$ cat src/rtl/bn_pkg.sv
// Shared widths, the per-channel coefficient record and the round/saturate helper
// for the batch-normalisation pipeline.
package bn_pkg;

    localparam int BN_DIN_W  = 27;
    localparam int BN_COEF_W = 18;
    localparam int BN_DOUT_W = 9;
    localparam int BN_CH     = 8;
    localparam int BN_SHIFT  = 8;

    typedef struct packed {
        logic signed [BN_COEF_W-1:0] mu;
        logic signed [BN_COEF_W-1:0] delta;
        logic signed [BN_COEF_W-1:0] beta;
    } bn_coef_t;

    // Adds half an LSB, shifts arithmetically (floor), then clamps to the signed
    // dout_w range, so ties round towards +infinity and nothing is ever wrapped.
    function automatic logic signed [63:0] bn_round_sat(
        input logic signed [63:0] value,
        input int                 shift,
        input int                 dout_w
    );
        logic signed [63:0] scaled;
        logic signed [63:0] hi;
        logic signed [63:0] lo;
        scaled = (value + (64'sd1 <<< (shift - 1))) >>> shift;
        hi     = (64'sd1 <<< (dout_w - 1)) - 64'sd1;
        lo     = -(64'sd1 <<< (dout_w - 1));
        if (scaled > hi)
            return hi;
        else if (scaled < lo)
            return lo;
        return scaled;
    endfunction

endpackage

$ cat src/rtl/bn_coef_bank.sv
// Per-channel coefficient register file: one write port, one asynchronous read
// port, every entry resetting to the identity transform.
module bn_coef_bank
    import bn_pkg::*;
#(
    parameter int CH    = BN_CH,
    parameter int CH_W  = (CH > 1) ? $clog2(CH) : 1,
    parameter int SHIFT = BN_SHIFT
) (
    input  logic            clk,
    input  logic            rst,
    input  logic            i_we,
    input  logic [CH_W-1:0] i_wr_ch,
    input  bn_coef_t        i_wr_coef,
    input  logic [CH_W-1:0] i_rd_ch,
    output bn_coef_t        o_rd_coef
);

    localparam bn_coef_t COEF_IDENTITY = {{BN_COEF_W{1'b0}},
                                          BN_COEF_W'(1) << SHIFT,
                                          {BN_COEF_W{1'b0}}};

    bn_coef_t        r_bank [CH];
    logic [CH_W-1:0] w_rd_idx;
    logic            w_wr_ok;

    // Out-of-range reads fall back to entry 0; out-of-range writes are dropped.
    assign w_rd_idx  = (int'(i_rd_ch) < CH) ? i_rd_ch : '0;
    assign w_wr_ok   = i_we && (int'(i_wr_ch) < CH);
    assign o_rd_coef = r_bank[w_rd_idx];

    // NOTE: the bank is reset because identity coefficients must be live
    // immediately after reset; a RAM-style array without reset would not be.
    always_ff @(posedge clk or posedge rst) begin
        if (rst) begin
            for (int k = 0; k < CH; k++)
                r_bank[k] <= COEF_IDENTITY;
        end else if (w_wr_ok) begin
            r_bank[i_wr_ch] <= i_wr_coef;
        end
    end

endmodule

$ cat src/rtl/batch_norm_pipe.sv
// Three-stage batch-normalisation pipeline with valid/ready on both sides.
// Define BN_RELU_EN to fuse a ReLU clamp into the output stage.
module batch_norm_pipe
    import bn_pkg::*;
#(
    parameter int DIN_W  = BN_DIN_W,
    parameter int COEF_W = BN_COEF_W,
    parameter int DOUT_W = BN_DOUT_W,
    parameter int CH     = BN_CH,
    parameter int SHIFT  = BN_SHIFT,
    localparam int CH_W  = (CH > 1) ? $clog2(CH) : 1
) (
    input  logic                     clk,
    input  logic                     rst,
    input  logic                     coef_we,
    input  logic        [CH_W-1:0]   coef_ch,
    input  logic signed [COEF_W-1:0] coef_mu,
    input  logic signed [COEF_W-1:0] coef_delta,
    input  logic signed [COEF_W-1:0] coef_beta,
    input  logic                     in_valid,
    output logic                     in_ready,
    input  logic signed [DIN_W-1:0]  in_data,
    input  logic        [CH_W-1:0]   in_ch,
    output logic                     out_valid,
    input  logic                     out_ready,
    output logic signed [DOUT_W-1:0] out_data,
    output logic        [CH_W-1:0]   out_ch
);

    localparam int D1_W = DIN_W + 1;
    localparam int P_W  = D1_W + COEF_W;
    localparam int S_W  = P_W + 1;

    bn_coef_t w_wr_coef;
    bn_coef_t w_rd_coef;

    logic                     r_v1, r_v2, r_v3;
    logic signed [D1_W-1:0]   r_d1;
    logic signed [COEF_W-1:0] r_delta1, r_beta1, r_beta2;
    logic signed [P_W-1:0]    r_p2;
    logic        [CH_W-1:0]   r_ch1, r_ch2, r_ch3;
    logic signed [DOUT_W-1:0] r_dout;

    logic                     w_en1, w_en2, w_en3;
    logic signed [D1_W-1:0]   w_d1;
    logic signed [P_W-1:0]    w_p;
    logic signed [S_W-1:0]    w_s;
    logic signed [DOUT_W-1:0] w_sat;
    logic signed [DOUT_W-1:0] w_dout;

    assign w_wr_coef = {coef_mu, coef_delta, coef_beta};

    bn_coef_bank #(
        .CH    (CH),
        .CH_W  (CH_W),
        .SHIFT (SHIFT)
    ) u_bank (
        .clk       (clk),
        .rst       (rst),
        .i_we      (coef_we),
        .i_wr_ch   (coef_ch),
        .i_wr_coef (w_wr_coef),
        .i_rd_ch   (in_ch),
        .o_rd_coef (w_rd_coef)
    );

    // A stage may load when its register is empty or its occupant moves on this cycle.
    assign w_en3     = !r_v3 || out_ready;
    assign w_en2     = !r_v2 || w_en3;
    assign w_en1     = !r_v1 || w_en2;
    assign in_ready  = w_en1;

    assign w_d1  = D1_W'(in_data) - D1_W'(w_rd_coef.mu);
    assign w_p   = P_W'(r_d1) * P_W'(r_delta1);
    assign w_s   = S_W'(r_p2) + S_W'(r_beta2);
    assign w_sat = DOUT_W'(bn_round_sat(64'(w_s), SHIFT, DOUT_W));

`ifdef BN_RELU_EN
    assign w_dout = w_sat[DOUT_W-1] ? '0 : w_sat;
`else
    assign w_dout = w_sat;
`endif

    assign out_valid = r_v3;
    assign out_data  = r_dout;
    assign out_ch    = r_ch3;

    // NOTE: pipeline state uses non-blocking assignments so every stage samples
    // the previous stage's value from before this edge, regardless of order.
    always_ff @(posedge clk or posedge rst) begin
        if (rst) begin
            r_v1     <= 1'b0;
            r_v2     <= 1'b0;
            r_v3     <= 1'b0;
            r_d1     <= '0;
            r_delta1 <= '0;
            r_beta1  <= '0;
            r_beta2  <= '0;
            r_p2     <= '0;
            r_ch1    <= '0;
            r_ch2    <= '0;
            r_ch3    <= '0;
            r_dout   <= '0;
        end else begin
            if (w_en1) begin
                r_v1 <= in_valid;
                if (in_valid) begin
                    r_d1     <= w_d1;
                    r_delta1 <= w_rd_coef.delta;
                    r_beta1  <= w_rd_coef.beta;
                    r_ch1    <= in_ch;
                end
            end
            if (w_en2) begin
                r_v2 <= r_v1;
                if (r_v1) begin
                    r_p2    <= w_p;
                    r_beta2 <= r_beta1;
                    r_ch2   <= r_ch1;
                end
            end
            if (w_en3) begin
                r_v3 <= r_v2;
                if (r_v2) begin
                    r_dout <= w_dout;
                    r_ch3  <= r_ch2;
                end
            end
        end
    end

endmodule

$ cat config.mk
export PLATFORM = sky130hd
export DESIGN_NAME = batch_norm_pipe
export DESIGN_NICKNAME = d
export VERILOG_FILES = /design/src/rtl/bn_pkg.sv /design/src/rtl/bn_coef_bank.sv /design/src/rtl/batch_norm_pipe.sv
export SDC_FILE = /design/constraint.sdc
export NUM_CORES = 2
export LEC_CHECK = 0
export ABC_CLOCK_PERIOD_IN_PS = 17550
export CAP_MARGIN = 20
export CORE_AREA = 2 2 292 294
export CTS_CLUSTER_DIAMETER = 150
export CTS_CLUSTER_SIZE = 8
export DETAILED_ROUTE_END_ITERATION = 8
export DIE_AREA = 0 0 294 296
export PLACE_DENSITY_LB_ADDON = 0.2
export SLEW_MARGIN = 20
export SYNTH_ARGS = -nofsm -noshare
export SYNTH_HDL_FRONTEND = slang
export SYNTH_HIERARCHICAL = 1
export SYNTH_SLANG_ARGS = --single-unit
$ cat constraint.sdc
create_clock -name clk -period 17.55 [get_ports clk]
set_clock_uncertainty 0.15 [all_clocks]
set_input_delay 3.51 -clock clk [delete_from_list [all_inputs] [get_ports clk]]
set_output_delay 3.51 -clock clk [all_outputs]
set_load 0.01 [all_outputs]
### Drive-strength map

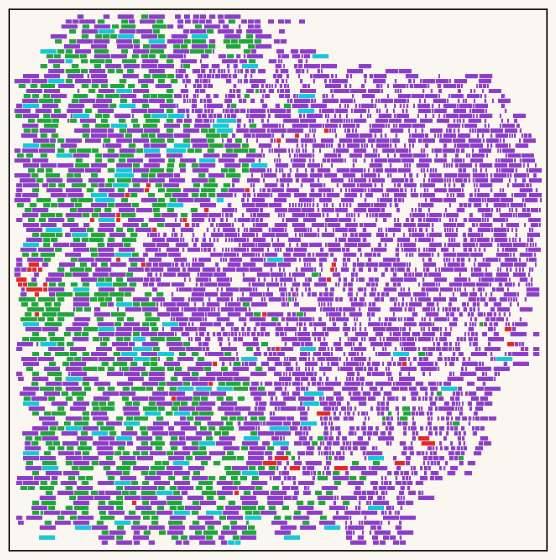
- x6 and larger: cyan (cells 94)
- x2: green (cells 694)
- x3 and x4: red (cells 49)
- x1 and smaller: purple (cells 3324)
PnR worst setup slack: 9070 ps
area added between synthesis and finish: 8.84%
Layout Cell Area excl Fill: 50800 sq um

### I/O nets highlighted

Scale bar: 100 microns.
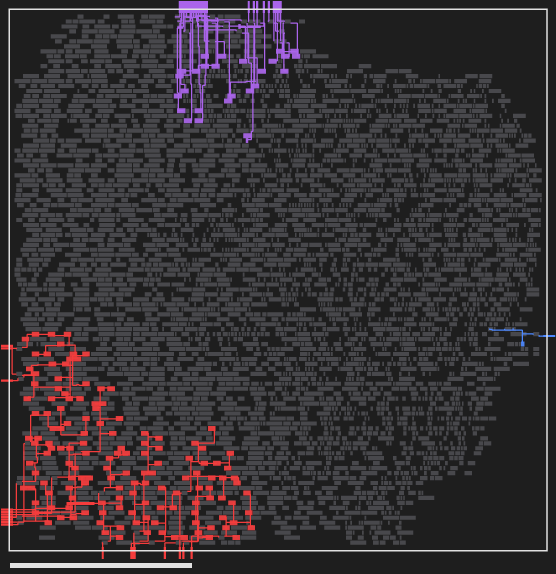
- coef_beta: red (bits 18; direction input; edge 10 west, 8 south; end cells 144; buffers 18; wire 1660 microns)
- in_data: purple (bits 27; direction input; edge north; end cells 28; buffers 27; wire 1250 microns)
- in_ready: blue (bits 1; direction output; edge east; end cells 1; buffers 1; wire 36.8 microns)
count of input and output buffers: 105
I/O Pins: 106

### Cell placement

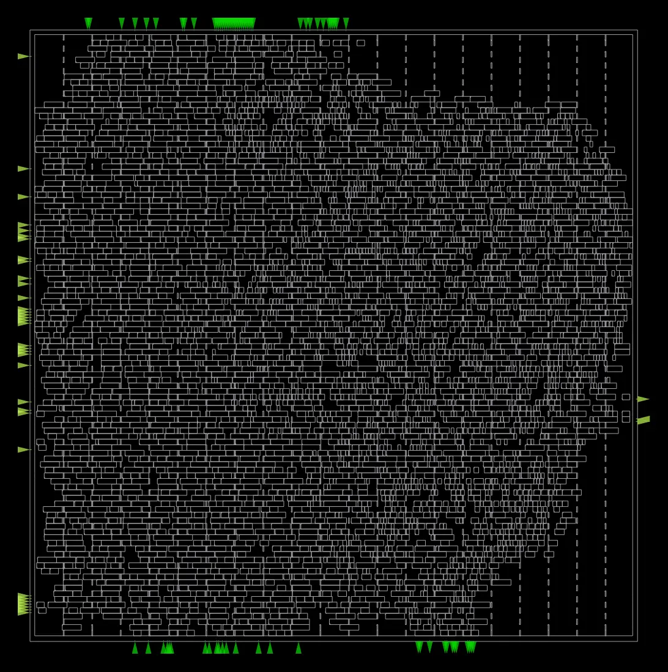
final non-filler cell total: 5255
FFs & Latches: 581
tally of filler cells in the layout: 6852
flop share of the area: 0.286

### Cells coloured by class

Fill, decap, tap and diode cells in grey.
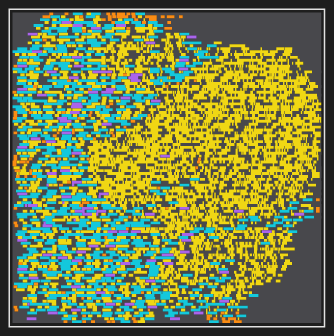
- remaining logic cells: yellow (cells 3340)
- remaining buffers and delay cells: orange (cells 142)
- registers: cyan (cells 581)
- clock drivers and dummy loads: purple (cells 98)
final cell utilization of the core: 0.603
core region area: 84200 sq um

### Metal layers overlaid

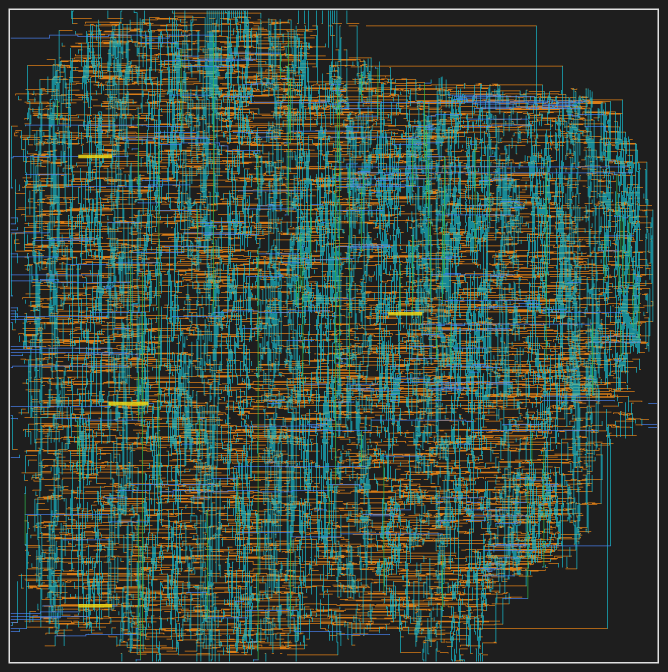
- M5: yellow (wire length 58.0 microns)
- M4: green (wire length 2780 microns)
- M3: blue (wire length 5090 microns)
- M2: cyan (wire length 52.1 mm)
- M1: orange (wire length 47.9 mm)
final wirelength: 108000 microns
wire length per cell: 20.5 microns
GRT Resource Usage Total: 0.260
via count: 30079

==> summary.json <==
{
  "path_clk_slew_ps": 50,
  "firstDrtPassIters": 5,
  "maxClockFrequency_mhz": 118,
  "gp_congestion": 0.891,
  "cts-root-to-sink-buffers": 3,
  "first_global_vias": 31706,
  "postSynthSeqShare": 0.312,
  "crit_slowest_cell": "clkdlybuf4s50_1",
  "clock_insertion_delay_worst_skew_ps": 630,
  "drv_cap": 0,
  "start_kind": "input port",
  "outcome": "finished clean",
  "cts.htree.levels": 3,
  "async_flop_share": 1.00,
  "finalCritPeriodShare": 0.483,
  "final_nets": 4959,
  "synth.lib_cells_used.distinct": 90,
  "crit_chain": "clkdlybuf4s50_1, nor2b_1, nand3_1, clkdlybuf4s50_1",
  "number_of_standard_cells_after_synthesis": 4133,
  "timing.final.setup_violations": 0,
  "timing.final.max_slew_violations": 0,
  "drt.antenna.violating_nets": 0,
  "synth_top_cell_by_area": "dfrtp_1",
  "max_slew_headroom": 0.246,
  "post-dp-hpwl_microns": 75200,
  "topCellsByArea": "dfrtp_1 31%, fa_1 21%, mux2_2 13%, ha_1 6.2%, mux4_2 5.2%",
  "synth_stat.cells": 4133,
  "cell_count_post_placement": 5153,
  "synth-warning-count": 6
}
area by class of cell:
type / instances / area [sq um]
Antenna cell: 4 / 10.0
Clock inverter: 8 / 215
Clock buffer: 90 / 2080
Sequential cell: 581 / 14500
Timing Repair Buffer: 142 / 1340
Multi-Input combinational cell: 2739 / 29000
Inverter: 601 / 2270
Fill cell: 6852 / 33400
Tap cell: 1090 / 1360
sequential cells by signal (all words and copies together) (netlist names), 3 cells and up:
register	cells
u_bank/r_bank	432
r_p2	46
r_d1	28
r_beta1	18
r_beta2	18
r_delta1	18
out_data	9
out_ch	3
r_ch1	3
r_ch2	3
metal layers:
layer	GRT usage	wire (microns)	share of wire	up-vias
li1	-	-	-	13572
met1	0.363	47900	0.44	15642
met2	0.425	52100	0.48	694
met3	0.0378	5090	0.047	163
met4	0.0764	2780	0.026	8
met5	0	57	0.00053	-
through the flow:
step                      cell area, sq um  utilization
after floorplan                      46700            -
after global placement               48500        0.576
after detailed placement             48500        0.576
after CTS                            50800        0.603
after global routing                 50800        0.603
final                                50800        0.603
synth_stat cells (all sizes together), types with 30 or more instances:
library cell  count
nor2            100
a21oi            86
nor3             33
mux4            108
buf              82
nand2           426
and2            200
o21ai           106
a21o             30
xnor2            47
dfrtp           573
fa              490
xor2             43
clkbuf          130
ha              230
inv             601
mux2            553
kinds of logic (layout without fill, tap and decap cells):
logic type / after synthesis / in the layout / synth area share
AOI/OAI and AO/OA: 359 / 359 / 0.0507
and+or+nand+nor: 905 / 905 / 0.0941
other: 0 / 4 / 0
buffers and inverters: 813 / 841 / 0.0685
DFF: 581 / 581 / 0.312
xor gates and xnor gates: 90 / 90 / 0.0169
adders and majority gates: 720 / 720 / 0.272
muxes: 665 / 665 / 0.186
path summary, 6_finish.rpt:
kind / from / endpoint / slack, ps / cells past startpoint
setup / recovery: out_ready / in_ready / 9070 / 4
hold / removal: out_data[8] / out_data[8] / 330 / 1
setup reg to reg: r_delta1[5] / r_p2[44] / 9280 / 23
hold reg to reg: out_data[8] / out_data[8] / 330 / 1
max in group asynchronous: rst / u_bank/r_bank[408] / 10870 / 5
min in group asynchronous: rst / u_bank/r_bank[229] / 3410 / 2
cell usage in the layout, fill, tap and decap left out, drive strengths merged, types with 9 or more instances in the layout:
cell and count:
a211oi 14, a21o 30, a21oi 86, a31oi 14, and2 200, and3 18
buf 40, clkbuf 90, clkdlybuf4s50 102, dfrtp 573, fa 490, ha 230
inv 601, mux2 553, mux4 108, nand2 426, nand2b 25, nand3 25
nand4 11, nor2 100, nor2b 12, nor3 33, nor4 11, o211ai 9
o21a 18, o21ai 106, o21bai 13, o31ai 16, or2 9, or3 10
xnor2 47, xor2 43
worst max-delay path, delay by kind of cell:
kind / cells / cell delay [ps]
buffers and inverters: 2 / 950
AND/OR/NAND/NOR: 2 / 360
